### Routed clock nets over the placement

The bar under the picture is 50 um long.
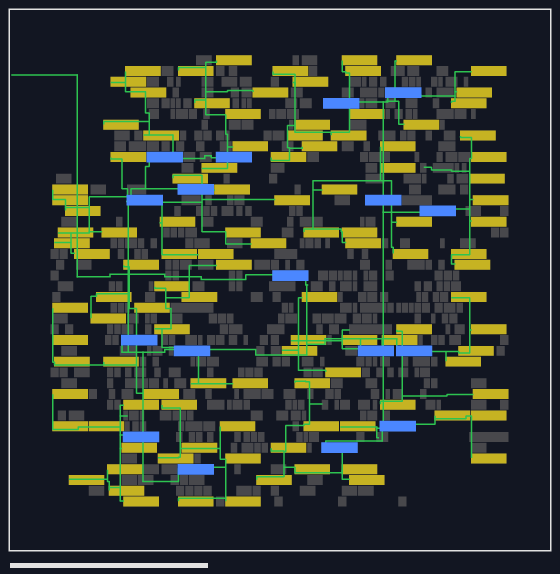
### Clock routing

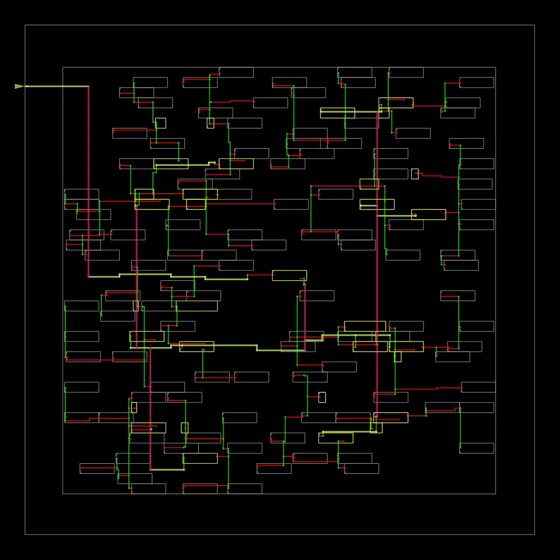
### Gate families picked out

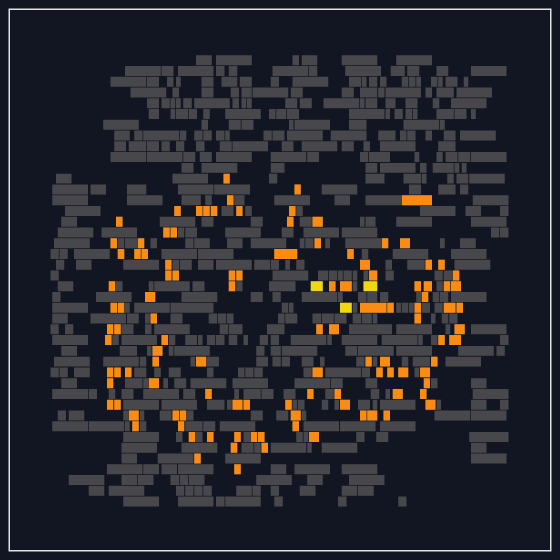
### Metal layers overlaid

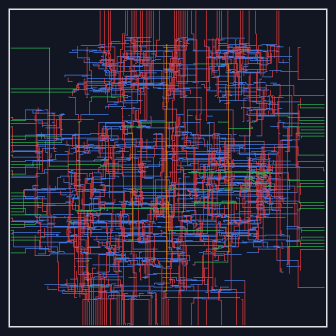
==> config.mk <==
export PLATFORM = sky130hd
export DESIGN_NAME = usb_frame_decoder
export DESIGN_NICKNAME = d
export VERILOG_FILES = /design/src/rtl/usb_frame_decoder.sv
export SDC_FILE = /design/constraint.sdc
export NUM_CORES = 1
export LEC_CHECK = 0
export CAP_MARGIN = 0
export CORE_MARGIN = 10
export CORE_UTILIZATION = 45
export CTS_CLUSTER_DIAMETER = 120
export CTS_CLUSTER_SIZE = 16
export DETAILED_ROUTE_END_ITERATION = 6
export DONT_BUFFER_PORTS = 1
export MAX_ROUTING_LAYER = met4
export PLACE_DENSITY_LB_ADDON = 0.2
export SYNTH_ARGS = -nofsm -noshare
export SYNTH_HDL_FRONTEND = slang
export SYNTH_SLANG_ARGS = --single-unit
==> constraint.sdc <==
create_clock -name sys_clk -period 4.4 [get_ports sys_clk]
set_clock_uncertainty 0.2 [all_clocks]
set_input_delay 0.66 -clock sys_clk [delete_from_list [all_inputs] [get_ports sys_clk]]
set_output_delay 0.66 -clock sys_clk [all_outputs]
set_load 0.005 [all_outputs]
==> report_table.html <==
<h3>Run summary</h3>
<table>
<tr><th>Metric</th><th>Value</th></tr>
<tr><th colspan="2">Critical path</th></tr>
<tr><td>WP data arrival</td><td>2.56 ns</td></tr>
<tr><td>Kind of critical path</td><td>flop to output pin</td></tr>
<tr><td>Largest driver fanout on the critical path</td><td>23</td></tr>
<tr><td>WP data required</td><td>3.54 ns</td></tr>
<tr><td>Slack of the worst reg-to-reg path</td><td>roughly 1.6 ns</td></tr>
<tr><td>Kind of start point of the critical path</td><td>flop</td></tr>
<tr><td>Crit path capture type</td><td>output pin</td></tr>
<tr><th colspan="2">Routing</th></tr>
<tr><td>First-pass DRT Iterations</td><td>4</td></tr>
<tr><td>Number of design rule violations left after detail routing</td><td>0</td></tr>
<tr><td>Violation count after the first detailed-routing iteration</td><td>340</td></tr>
<tr><th colspan="2">STA</th></tr>
<tr><td>Unrepaired setup endpoints after global routing</td><td>false</td></tr>
<tr><td>Time the final worst path needs with I/O delays and setup</td><td>3.42 ns</td></tr>
<tr><td>Worst-margin pin slew</td><td>0.991 ns</td></tr>
<tr><td>Post-route fraction of the period consumed by the critical path</td><td>77.8%</td></tr>
<tr><td>Max transition margin</td><td>33.5%</td></tr>
<tr><td>Setup TNS</td><td>0 ns</td></tr>
<tr><td>Count of final hold-check violations</td><td>2</td></tr>
<tr><td>Smallest hold slack</td><td>-0.00466 ns</td></tr>
<tr><th colspan="2">Floorplanning</th></tr>
<tr><td>Top-level I/O count</td><td>approximately 140</td></tr>
<tr><td>Die x size</td><td>136 um</td></tr>
<tr><td>Vertical die dimension</td><td>136 um</td></tr>
<tr><td>Fp util</td><td>46.1%</td></tr>
<tr><td>Chip area</td><td>0.0186 mm^2</td></tr>
<tr><td>Area of the core region</td><td>0.0132 mm^2</td></tr>
<tr><th colspan="2">Clock tree</th></tr>
<tr><td>Maximum count of clock buffers along a single path</td><td>2</td></tr>
<tr><td>CTS tree</td><td>yes</td></tr>
<tr><td>Number of gates given a new drive strength after cts</td><td>0</td></tr>
<tr><td>H-tree depth</td><td>4</td></tr>
<tr><td>Clock transition at the registers of the reported paths</td><td>around 0.050 ns</td></tr>
<tr><td>CTS sink cnt</td><td>113</td></tr>
<tr><th colspan="2">Synth</th></tr>
<tr><td>Post-Synth Adder-Cell Area</td><td>0.820%</td></tr>
<tr><td>Synth warnings</td><td>0</td></tr>
<tr><td>Share of synthesized area spent on multiplexers</td><td>7.07%</td></tr>
<tr><td>Top_reg_cell synth</td><td>dfrtp_1</td></tr>
<tr><td>Aoi share</td><td>between 10% and 20%</td></tr>
<tr><td>Netlist Area Pre-Place</td><td>about 0.0061 mm^2</td></tr>
<tr><td>FFs w/ async S/R, synth</td><td>100%</td></tr>
<tr><td>Count of flip-flops with a built-in enable after synthesis</td><td>0</td></tr>
<tr><td>Area fraction in and, or, nand and nor cells</td><td>21.5%</td></tr>
<tr><td>Syn Nets</td><td>between 600 and 700</td></tr>
<tr><td>Distinct lib cells used</td><td>about 50</td></tr>
<tr><td>Post-synthesis instance total</td><td>601</td></tr>
<tr><th colspan="2">Global routing</th></tr>
<tr><td>Number of global-route vias before repair</td><td>4557</td></tr>
<tr><td>Met2 Usage GRT</td><td>a little over a quarter</td></tr>
<tr><td>Number of antenna violations at the first check in global routing</td><td>0</td></tr>
<tr><td>Global-route wire length before repair</td><td>25700 um</td></tr>
<tr><td>Grt met3 use</td><td>5.06%</td></tr>
<tr><th colspan="2">Placement</th></tr>
<tr><td>Cells after DPL</td><td>753</td></tr>
<tr><td>DP HPWL</td><td>11100 um</td></tr>
<tr><th colspan="2">Cells and area</th></tr>
<tr><td>Antenna Diode Count</td><td>0</td></tr>
<tr><td>Fraction of final layout cells sized beyond drive strength 1</td><td>16.6%</td></tr>
<tr><td>Final core utilization</td><td>51.6%</td></tr>
<tr><td>Area Overhead vs Synth</td><td>12.0%</td></tr>
<tr><th colspan="2">Status</th></tr>
<tr><td>Violations in the final reports</td><td>hold timing</td></tr>
<tr><td>Outcome</td><td>finished with violations</td></tr>
<tr><th colspan="2">Power and ir drop</th></tr>
<tr><td>Leakage dissipation</td><td>2.93 nW</td></tr>
<tr><th colspan="2">Run</th></tr>
<tr><td>Reported max-cap violation count</td><td>0</td></tr>
</table>
## Picture notes: 'Routed clock nets over the placement'
Key: flip-flops = yellow [count 113]; clock wires = green [length 1620 um]; clock-net drivers = blue [count 17]
Position of the flops: all over the die.
Clock Latency Late Sink: 0.42 ns
relative contribution of the clock network to total power: 39.7%

## Picture notes: 'Clock routing'
TritonCTS Buffers: 17
power in the clock group: 1.35 mW
clock buffer count: 22

## Picture notes: 'Gate families picked out'
Key: non-inverting ao/oa cells = yellow [cells 3]; aoi and oai cells = orange [cells 112]
most frequently placed logic cell in the final layout: dfrtp_1
final non-filler cell total: 786
share of the final layout cell area in multi-input gates: 44.7%

## Picture notes: 'Metal layers overlaid'
Key: M4 = orange [wire length 414 um]; M2 = red [wire length 7420 um]; M1 = blue [wire length 7120 um]; M3 = green [wire length 1090 um]
Routed Wire Length: 16000 um
Total GRT Usage: 18.1%
average wire per standard cell: 20.4 um
routed vias: 4631

## routing by layer
layer | vias to the layer above | share of wire [%]
li1 | 2141 | -
met5 | - | 0
met4 | 0 | 2.6
met3 | 25 | 6.8
met1 | 2312 | 44
met2 | 153 | 46
## stage by stage
step	cell area (um^2)	worst slack, ns	hold slack (ns)	total power [mW]
after detailed placement	6220	1.41	0.170	2.03
after global routing	6830	0.745	0.0322	3.58
after floorplan	6100	1.95	0.164	1.88
after CTS	6830	0.946	0.0253	3.42
final	6830	0.977	-0.00466	3.39
after global placement	6220	1.52	0.171	2.01
## layout make-up
type | count | area [um^2]
clock buffers | 22 | 474
clock inverters | 10 | 109
flip-flops and latches | 113 | 2830
inverters | 20 | 75.1
multi-input cells | 438 | 3060
fillers | 1232 | 6410
repair buffers | 7 | 72.6
well taps | 176 | 220
## cells by family after synthesis
group                    Yosys count
XOR/XNOR                          63
buffers and inverters             50
AND/OR/NAND/NOR                  218
AND-OR/OR-AND                    115
flip-flops                       113
multiplexers                      38
adder cells (fa/ha/maj)            4
## timing repair
| item | in CTS | in global routing |
|---|---|---|
| hold buffers | 1 | 0 |
| setup buffers | 0 | 0 |
| endpoints found under the hold margin | 113 | 0 |
## critical path: stages (launching register included)
cell and delay [ns]:
dfrtp_1 0.55, inv_1 0.22, nor2_2 0.15, nand4_1 0.19, nor2_2 0.43, buf_4 0.36, and3_1 0.24
## synthesized netlist by cell type (2+ instances only)
library cell,instances,area share [%]
dfrtp_1,113,46
nand3_1,42,3.4
o21ai_0,42,3.4
a21oi_1,40,3.3
xnor2_1,39,5.6
mux2_2,37,6.8
and2_1,35,3.6
nand2_1,34,2.1
nand4_1,24,2.5
xor2_1,24,3.4
inv_1,20,1.2
buf_2,13,1.1
nor2_1,13,0.80
nor3_1,13,1.1
a22oi_1,11,1.4
clkbuf_1,11,0.68
nand2b_1,9,0.92
nor4_2,9,1.8
o211ai_1,8,0.98
and3_1,7,0.72
nor4_1,7,0.72
nor4b_1,5,0.72
and4bb_2,4,0.82
ha_1,4,0.82
and4_1,3,0.43
buf_4,3,0.37
nand3_2,3,0.49
a211oi_1,2,0.25
buf_6,2,0.37
nor3b_1,2,0.25
o2bb2ai_1,2,0.29
or3_1,2,0.21
## cell usage in the layout, fill, tap and decap left out, types with 2 or more instances in the layout
cell type   synthesis  routed
a211oi_1            2       2
a21oi_1            40      40
a22oi_1            11      11
and2_1             35      35
and3_1              7       7
and4_1              3       3
and4bb_2            4       4
buf_4               3       6
bufinv_16           0       2
clkbuf_1           11       2
clkbuf_16           0      17
clkbuf_8            0       3
clkinv_2            0       5
clkinvlp_4          0       2
dfrtp_1           113     113
ha_1                4       4
inv_1              20      20
mux2_2             37      37
nand2_1            34      34
nand2b_1            9       9
nand3_1            42      42
nand3_2             3       3
nand4_1            24      24
nor2_1             13      11
nor2_2              0       2
nor3_1             13      13
nor3b_1             2       2
nor4_1              7       7
nor4_2              9       9
nor4b_1             5       5
o211ai_1            8       8
o21ai_0            42      42
o2bb2ai_1           2       2
or3_1               2       2
xnor2_1            39      39
xor2_1             24      24
## report_power, final
part	total, mW	switching, mW	internal (mW)
sequential	1.41	0.188	1.22
combinational	0.635	0.369	0.266
clock	1.35	0.476	0.872
Power figures rest on the tool's default switching activity, not on a simulated workload.
